File: src/rtl/sdp_ram_pkg.sv
// Shared types and elaboration helpers for the simple-dual-port RAM and its clear sequencer.
package sdp_ram_pkg;

    typedef enum logic {
        RDW_OLD,
        RDW_NEW
    } rdw_mode_e;

    typedef enum logic {
        INIT,
        READY
    } init_state_e;

    function automatic int num_lanes(input int mem_width, input int byte_width);
        return mem_width / byte_width;
    endfunction

endpackage

File: src/rtl/ram_init_ctrl.sv
// Clear sequencer: after reset walks clrAddr over every word, then releases the RAM for user traffic.
module ram_init_ctrl
    import sdp_ram_pkg::*;
#(
    parameter int MEM_DEPTH = 8,
    parameter int AW        = $clog2(MEM_DEPTH)
) (
    input  logic          clk,
    input  logic          rst,
    output logic          clrEn,
    output logic [AW-1:0] clrAddr,
    output logic          busy
);

    localparam logic [AW-1:0] LAST_ADDR = AW'(MEM_DEPTH - 1);

    init_state_e   r_state;
    init_state_e   w_next_state;
    logic [AW-1:0] r_clr_addr;

    // NOTE: state registers use non-blocking assignments so every flop samples pre-edge values.
    always_ff @(posedge clk) begin
        if (rst) begin
            r_state    <= INIT;
            r_clr_addr <= '0;
        end else begin
            r_state <= w_next_state;
            if (clrEn) begin
                r_clr_addr <= r_clr_addr + 1'b1;
            end
        end
    end

    // NOTE: next-state gets its default first so no path through the block can infer a latch.
    always_comb begin
        w_next_state = r_state;
        if (r_state == INIT && r_clr_addr == LAST_ADDR) begin
            w_next_state = READY;
        end
    end

    assign clrEn   = (r_state == INIT) && !rst;
    assign clrAddr = r_clr_addr;
    assign busy    = (r_state == INIT);

endmodule

File: src/rtl/sdp_ram.sv
// Simple-dual-port RAM with byte-lane writes, selectable read-during-write result,
// a 1- or 2-stage read pipeline and a post-reset clear sequence.
module sdp_ram
    import sdp_ram_pkg::*;
#(
    parameter int                   MEM_WIDTH  = 8,
    parameter int                   MEM_DEPTH  = 8,
    parameter int                   BYTE_WIDTH = 8,
    parameter int                   RD_LATENCY = 1,
    parameter rdw_mode_e            RDW_MODE   = RDW_OLD,
    parameter logic [MEM_WIDTH-1:0] INIT_VALUE = '0
) (
    input  logic                                      clk,
    input  logic                                      rst,
    input  logic                                      wrEn,
    input  logic [num_lanes(MEM_WIDTH, BYTE_WIDTH)-1:0] wrBe,
    input  logic [$clog2(MEM_DEPTH)-1:0]              wrAddr,
    input  logic [MEM_WIDTH-1:0]                      wrData,
    input  logic                                      rdEn,
    input  logic [$clog2(MEM_DEPTH)-1:0]              rdAddr,
    output logic [MEM_WIDTH-1:0]                      rdData,
    output logic                                      rdValid,
    output logic                                      initBusy
);

    localparam int            NUM_LANES = num_lanes(MEM_WIDTH, BYTE_WIDTH);
    localparam int            AW        = $clog2(MEM_DEPTH);
    localparam logic [AW:0]   DEPTH_LIM = (AW + 1)'(MEM_DEPTH);

    generate
        if (RD_LATENCY != 1 && RD_LATENCY != 2) begin : g_bad_latency
            $error("sdp_ram: RD_LATENCY must be 1 or 2");
        end
        if (MEM_WIDTH % BYTE_WIDTH != 0) begin : g_bad_lanes
            $error("sdp_ram: MEM_WIDTH must be a multiple of BYTE_WIDTH");
        end
        if (MEM_DEPTH < 2) begin : g_bad_depth
            $error("sdp_ram: MEM_DEPTH must be at least 2");
        end
    endgenerate

    logic [MEM_WIDTH-1:0] r_mem [MEM_DEPTH];

    logic                 w_clr_en;
    logic [AW-1:0]        w_clr_addr;
    logic                 w_busy;

    ram_init_ctrl #(
        .MEM_DEPTH (MEM_DEPTH),
        .AW        (AW)
    ) u_init_ctrl (
        .clk     (clk),
        .rst     (rst),
        .clrEn   (w_clr_en),
        .clrAddr (w_clr_addr),
        .busy    (w_busy)
    );

    assign initBusy = w_busy;

    logic                 w_wr_ok;
    logic                 w_rd_ok;
    logic [MEM_WIDTH-1:0] w_lane_mask;
    logic [MEM_WIDTH-1:0] w_rd_word;
    logic                 w_port_en;
    logic [AW-1:0]        w_port_addr;
    logic [NUM_LANES-1:0] w_port_be;
    logic [MEM_WIDTH-1:0] w_port_data;

    always_comb begin
        w_lane_mask = '0;
        for (int i = 0; i < NUM_LANES; i++) begin
            w_lane_mask[i*BYTE_WIDTH +: BYTE_WIDTH] = {BYTE_WIDTH{wrBe[i]}};
        end

        w_wr_ok = wrEn && !w_busy && !rst && ({1'b0, wrAddr} < DEPTH_LIM);
        w_rd_ok = rdEn && !w_busy && !rst;

        // The clear sequencer owns the write port whenever it is active.
        w_port_en   = w_clr_en || w_wr_ok;
        w_port_addr = w_clr_en ? w_clr_addr : wrAddr;
        w_port_be   = w_clr_en ? '1 : wrBe;
        w_port_data = w_clr_en ? INIT_VALUE : wrData;

        w_rd_word = INIT_VALUE;
        if ({1'b0, rdAddr} < DEPTH_LIM) begin
            w_rd_word = r_mem[rdAddr];
            if (RDW_MODE == RDW_NEW && w_wr_ok && rdAddr == wrAddr) begin
                w_rd_word = (w_rd_word & ~w_lane_mask) | (wrData & w_lane_mask);
            end
        end
    end

    // NOTE: the array has no reset; the clear sequencer initialises it, which keeps it mappable to block RAM.
    always_ff @(posedge clk) begin
        for (int i = 0; i < NUM_LANES; i++) begin
            if (w_port_en && w_port_be[i]) begin
                r_mem[w_port_addr][i*BYTE_WIDTH +: BYTE_WIDTH] <= w_port_data[i*BYTE_WIDTH +: BYTE_WIDTH];
            end
        end
    end

    logic                 r_rd_valid1;
    logic                 r_rd_valid2;
    logic [MEM_WIDTH-1:0] r_rd_data1;
    logic [MEM_WIDTH-1:0] r_rd_data2;

    always_ff @(posedge clk) begin
        if (rst) begin
            r_rd_valid1 <= 1'b0;
            r_rd_valid2 <= 1'b0;
            r_rd_data1  <= INIT_VALUE;
            r_rd_data2  <= INIT_VALUE;
        end else begin
            r_rd_valid1 <= w_rd_ok;
            r_rd_valid2 <= r_rd_valid1;
            if (w_rd_ok) begin
                r_rd_data1 <= w_rd_word;
            end
            if (r_rd_valid1) begin
                r_rd_data2 <= r_rd_data1;
            end
        end
    end

    assign rdData  = (RD_LATENCY == 2) ? r_rd_data2  : r_rd_data1;
    assign rdValid = (RD_LATENCY == 2) ? r_rd_valid2 : r_rd_valid1;

endmodule

File: config.mk
export PLATFORM = sky130hd
export DESIGN_NAME = sdp_ram
export DESIGN_NICKNAME = d
export VERILOG_FILES = /design/src/rtl/sdp_ram_pkg.sv /design/src/rtl/ram_init_ctrl.sv /design/src/rtl/sdp_ram.sv
export SDC_FILE = /design/constraint.sdc
export NUM_CORES = 1
export LEC_CHECK = 0
export ABC_AREA = 1
export CORE_MARGIN = 1
export CORE_UTILIZATION = 45
export CTS_CLUSTER_DIAMETER = 200
export CTS_CLUSTER_SIZE = 10
export DETAILED_ROUTE_END_ITERATION = 10
export GPL_TIMING_DRIVEN = 0
export PLACE_DENSITY = 0.69
export SLEW_MARGIN = 20
export SYNTH_ARGS = -nofsm -noshare
export SYNTH_HDL_FRONTEND = slang
export SYNTH_SLANG_ARGS = --single-unit
File: constraint.sdc
create_clock -name clk -period 2.4 [get_ports clk]
set_input_delay 0.48 -clock clk [delete_from_list [all_inputs] [get_ports clk]]
set_output_delay 0.48 -clock clk [all_outputs]
set_load 0.05 [all_outputs]
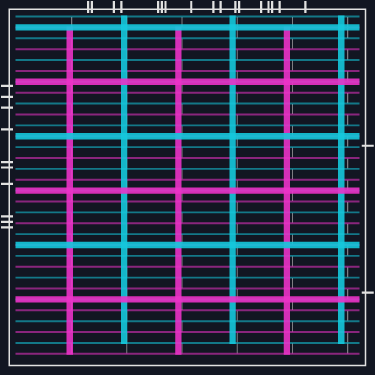
Run 1: supply network
(4 px per micron) Pins as bars on the die edge. Tap cells in grey.
Key: VSS = magenta; VDD = cyan
32 met1 rails follow the rows. 29 signal pins sit on the boundary. The core has 31 rows.
Peak VDD IR: 357 uV
Die H: 88.7 microns
die width: 88.7 microns
Core ar.: 7250 sq um

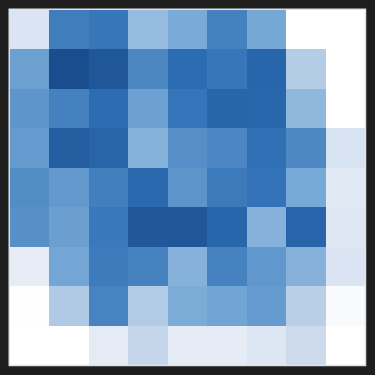
Run 1: placement density heat map
(4 px per micron) The die is cut into 9 by 9 equal tiles; white is low, dark blue is high, 0 to 100% covered.
17% of the tiles are over 75% full. The fullest tile reaches 88%. 9.9% of the tiles are nearly empty. The mean over all tiles is 49%.

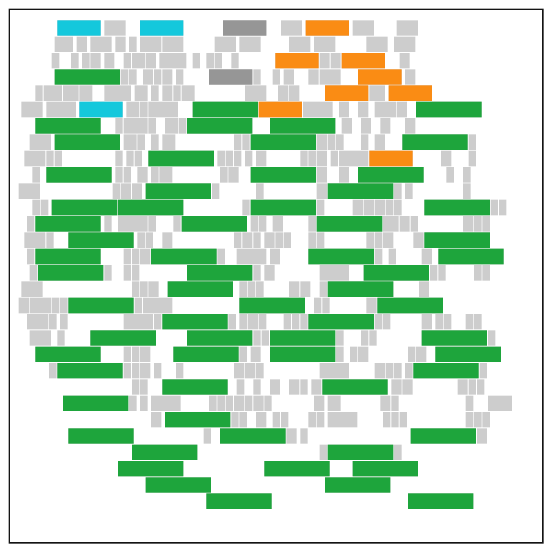
Run 1: sequential cells grouped by signal name
(6 px per micron) Other sequential cells in the stronger grey, the rest of the logic in the fainter grey.
Key: `u_init_ctrl.clrAddr` = cyan [placed flops 3]; `rdData` = orange [placed flops 8]; `r_mem` = green [placed flops 64, where spread over the die]

==> flow_metrics.py, run 1 <==
# Generated from Yosys and OpenROAD reports
metrics = {
    "run_status": {
        "status": "finished, final reports clean",
    },
    "grt": {
        "grtUsageTotal_pct": 20.5,
        "gr-usage-met2_pct": 31.6,
        "grt_antenna_before_repair": 0,
        "grt_busiest_layer": "met2",
        "grt_max_degree": 13,
        "grt_overflow": 0,
        "use_met1_pct": 28.8,
        "grt_use_met3_pct": 3.92,
        "grt_pass1_vias": 2150,
    },
    "cells_and_area": {
        "inv_count": 83,
        "flop-count": 77,
        "area_dominant_class": "flip-flops and latches",
        "drive_gt1_share_pct": 9.39,
        "seq_area_sq_um": 2180,
        "antenna_cells": 0,
        "fill_cells": 644,
        "seq_share_pct": 55.2,
        "largest_reg_flops": 64,
        "final_cells": 493,
        "comb_cells": 179,
        "comb_share_pct": 20.8,
        "n_clock_buffer": 12,
        "clock_area_share_pct": 4.46,
        "buffer_area_share_pct": 8.45,
        "logic_area_sq_um": 823,
        "nNonClkBuffers": 39,
        "synthToLayoutAreaGrowth_pct": 16.9,
        "final_util_pct": 54.5,
        "top_register": "r_mem",
    },
    "power_and_ir_drop": {
        "pg_comb_mw": 0.241,
        "swShare_pct": 23.8,
        "p_seq_mw": 1.51,
        "pwr-share-comb_pct": 9.2,
        "power_mw": 2.63,
        "power.group.top": "registers",
        "leakagePower_nw": 1.75,
        "clock_power_mw": 0.880,
        "p_seq_share_pct": 57.3,
        "p_per_area_nw_per_um2": 665,
        "clockPowerShare_pct": 33.5,
        "p_sw_mw": 0.624,
        "internal_power_mw": 2.00,
    },
    "route": {
        "drcViolationCount": 0,
        "highest_layer": "met4",
        "drtAntennaViolNets": 0,
        "dr_wl_met2_microns": 3390,
        "wl_per_cell_microns": 14.7,
        "vias": 2385,
        "viasPerCell": 4.84,
        "drt_iter0_markers": 186,
        "wirelength_microns": 7240,
        "drt-pass1-iter-count": 4,
    },
    "placed_design": {
        "dpl.hpwl_microns": 4910,
        "dpl_cell_area_sq_um": 3750,
        "dp.cells": 477,
        "preCtsSetupSlack_ns": -0.442,
        "place_congestion": 0.807,
        "io_buffer_count": 25,
    },
    "clocking": {
        "cts_tree": "built",
        "cts_root_buffer": "clkbuf_8",
        "cts_made_buffers": 9,
        "cts_buffer_depth": 2,
        "htreeDepth": 3,
        "ctsHoldBuffers": 0,
        "post_cts_buffers": 0,
        "clk_pin_slew_ns": 0.08,
        "cts.sinks": 77,
        "cts-resized-gates": 3,
        "clock_latency_ns": 0.34,
    },
    "yosys": {
        "ys_sh_mux_pct": 0,
        "yosysUniqueCellTypes": 21,
        "async_flop_share_pct": 0,
        "yosys.area_share.adder_pct": 0.740,
        "fp_nets": 374,
        "area_leaders": "edfxtp_1 (57%), inv_1 (9.0%), nand2_1 (9.0%)",
        "xor_share_pct": 0,
        "numSynthFlops": 77,
        "synth_area_sq_um": 3380,
        "ys_area_sq_um": 3380,
        "syn_avg_cell_area_sq_um": 9.58,
        "top_logic_kind": "simple AND/OR/NAND/NOR gates",
        "ys.flop_type": "edfxtp_1",
        "ys_sh_simple_pct": 19.1,
        "ys_sh_aoi_pct": 3.89,
        "ys_seq_share_pct": 64.5,
        "top_area_cell": "edfxtp_1",
        "yosys_cells": 353,
        "common_cells": "inv_1 (81), nand2_1 (81), edfxtp_1 (64)",
        "top_cell_area_share_pct": 56.8,
        "syn_inst": 353,
    },
    "worst_setup_path": {
        "ff2ff_path_depth": 4,
        "r2r_start": "u_init_ctrl.r_state",
        "slowest_delay_ns": 0.53,
        "crit_start": "rst",
        "critical_path.cell_chain": "clkdlybuf4s50_1, nor2_4, clkbuf_8, o211ai_1, nor2_2",
        "path_class": "in2reg",
        "endpoint": "r_mem[1][4]",
        "cp-start-kind": "input port",
        "arrival_ns": 2.19,
        "crit_path_top_delay_cell": "clkdlybuf4s50_1",
        "path_depth": 5,
        "rr_endpoint": "r_mem[1][4]",
        "ff2ff_setup_slack_ns": 0.45,
        "worst-path-buf-inv": 2,
        "cp_max_fo": 10,
        "critical-path-top-delay-family": "simple AND/OR/NAND/NOR gates",
        "required_ns": 2.38,
    },
    "floorplan": {
        "rows": 31,
        "chipArea_sq_um": 7860,
        "fp_util_pct": 46.6,
        "nWellTaps": 99,
        "io_pins": 29,
    },
    "min_path": {
        "worstHoldPathType": "reg2reg",
        "hold_start": "u_init_ctrl.clrAddr[2]",
        "whs_path_depth": 2,
        "min_to": "u_init_ctrl.clrAddr[2]",
    },
    "final_timing": {
        "finalWorstSetupSlack_ns": 0.192,
        "slew_viol_final": 0,
        "rsz0062_at_grt": "no",
        "finalHoldViolCount": 0,
        "fmax_ghz": 0.453,
        "fin_tns_setup_ns": 0,
        "timing.final.crit_period_ns": 2.21,
        "setup_viol": 0,
        "worst_pin_slew_ns": 0.718,
    },
    "job": {
        "drv_cap": 0,
        "warnings": 26,
    },
}
Run 1, clock nets:
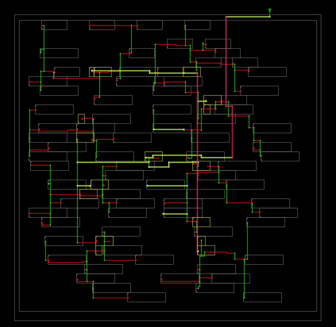

==> run 1 -> run 2 <==
- TNS_END_PERCENT: default -> 5
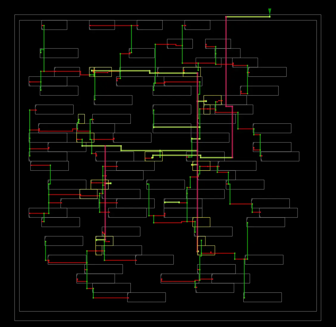
Run 2: clock nets
# clk buffers: 12
Flops: 77
clk latency late pin: 0.35 ns
Clock Skew: 0.00768 ns
clk pwr: 0.882 mW

==> run 2 against run 1 <==
Net effect: largest cell class unchanged; sequential cell count stayed put; clock-buffer cell count stayed put; register-to-register slack worse by 0.25 ns; the run now ends with negative setup slack left; critical endpoint is now r_mem[1][1]; critical path type unchanged; synthesized area stayed put; clock skew is 0.00072 ns lower.
==> flow_metrics.py, run 2 <==
# Generated from Yosys and OpenROAD reports
metrics = {
    "grt": {
        "grt_antenna_before_repair": 0,
        "grtUsageTotal_pct": 20.5,
        "grt_busiest_layer": "met2",
        "use_met1_pct": 28.7,
        "gr-usage-met2_pct": 31.6,
        "grt_max_degree": 13,
        "grt_pass1_vias": 2151,
    },
    "worst_setup_path": {
        "crit_path_top_delay_cell": "nor2_1",
        "critical-path-top-delay-family": "simple AND/OR/NAND/NOR gates",
        "ff2ff_path_depth": 4,
        "required_ns": 2.37,
        "arrival_ns": 2.41,
        "r2r_start": "u_init_ctrl.r_state",
        "endpoint": "r_mem[1][1]",
        "path_depth": 5,
        "slowest_delay_ns": 0.77,
        "cp-start-kind": "input port",
        "cp_max_fo": 8,
        "ff2ff_setup_slack_ns": 0.20,
        "rr_endpoint": "r_mem[1][1]",
        "crit_start": "rst",
        "critical_path.cell_chain": "clkdlybuf4s50_1, nor2_4, o21ai_0, nand2_1, nor2_1",
    },
    "clocking": {
        "cts-resized-gates": 2,
        "post_cts_buffers": 0,
        "cts.sinks": 77,
        "cts_root_buffer": "clkbuf_8",
        "cts_buffer_depth": 2,
        "cts_made_buffers": 9,
        "ctsHoldBuffers": 0,
        "cts_tree": "built",
    },
    "power_and_ir_drop": {
        "leakagePower_nw": 1.76,
        "p_per_area_nw_per_um2": 666,
        "power.group.top": "registers",
        "p_seq_share_pct": 57.3,
        "p_sw_mw": 0.625,
        "vdd_ir_drop_max_uv": 354,
        "internal_power_mw": 2.00,
        "swShare_pct": 23.8,
    },
    "yosys": {
        "area_leaders": "edfxtp_1 (57%), inv_1 (9.0%), nand2_1 (9.0%)",
        "top_logic_kind": "simple AND/OR/NAND/NOR gates",
        "top_cell_area_share_pct": 56.8,
        "ys_sh_mux_pct": 0,
        "ys_sh_simple_pct": 19.1,
        "async_flop_share_pct": 0,
        "yosys_cells": 353,
        "ys_sh_aoi_pct": 3.89,
        "ys_area_sq_um": 3380,
        "syn_inst": 353,
        "ys.flop_type": "edfxtp_1",
        "yosysUniqueCellTypes": 21,
        "common_cells": "inv_1 (81), nand2_1 (81), edfxtp_1 (64)",
        "synth_area_sq_um": 3380,
        "numSynthFlops": 77,
    },
    "min_path": {
        "hold_start": "u_init_ctrl.clrAddr[1]",
        "whs_path_depth": 2,
    },
    "route": {
        "highest_layer": "met4",
        "drtAntennaViolNets": 0,
        "drt-pass1-iter-count": 5,
        "wl_per_cell_microns": 14.7,
        "vias": 2424,
        "wirelength_microns": 7260,
        "drcViolationCount": 0,
        "viasPerCell": 4.92,
    },
    "floorplan": {
        "nWellTaps": 99,
        "die_h_microns": 88.7,
        "core_sq_um": 7250,
        "rows": 31,
    },
    "final_timing": {
        "timing.final.crit_period_ns": 2.44,
        "finalWorstSetupSlack_ns": -0.0374,
        "finalHoldViolCount": 0,
        "rsz0062_at_grt": "yes",
        "setup_viol": 16,
        "fin_tns_setup_ns": -0.327,
    },
    "cells_and_area": {
        "seq_share_pct": 55.4,
        "seq_area_sq_um": 2180,
        "synthToLayoutAreaGrowth_pct": 16.6,
        "antenna_cells": 0,
        "inv_count": 83,
        "clock_area_share_pct": 4.48,
        "largest_reg_flops": 64,
        "comb_share_pct": 20.6,
        "top_register": "r_mem",
        "final_util_pct": 54.3,
        "area_dominant_class": "flip-flops and latches",
        "nNonClkBuffers": 39,
        "comb_cells": 179,
    },
    "placed_design": {
        "dpl.hpwl_microns": 4910,
        "io_buffer_count": 25,
        "place_congestion": 0.807,
        "dp.cells": 477,
        "dpl_cell_area_sq_um": 3750,
        "preCtsSetupSlack_ns": -0.442,
    },
    "job": {
        "drv_cap": 0,
    },
    "run_status": {
        "violations": "negative setup slack",
        "status": "finished with violations",
    },
}
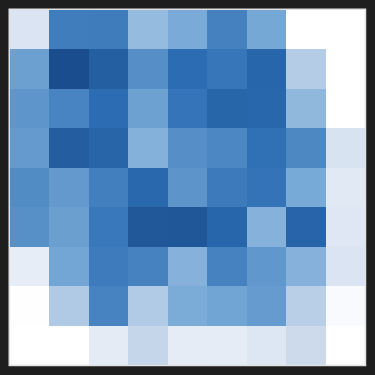
Run 2: placement density heat map
(4 px per micron) The die is cut into 9 by 9 equal tiles; white is low, dark blue is high, 0 to 100% covered.
17% of the tiles are over 75% full. The fullest tile reaches 88%. 9.9% of the tiles are nearly empty. The mean over all tiles is 49%.

Power is estimated from default activity; no workload was simulated.
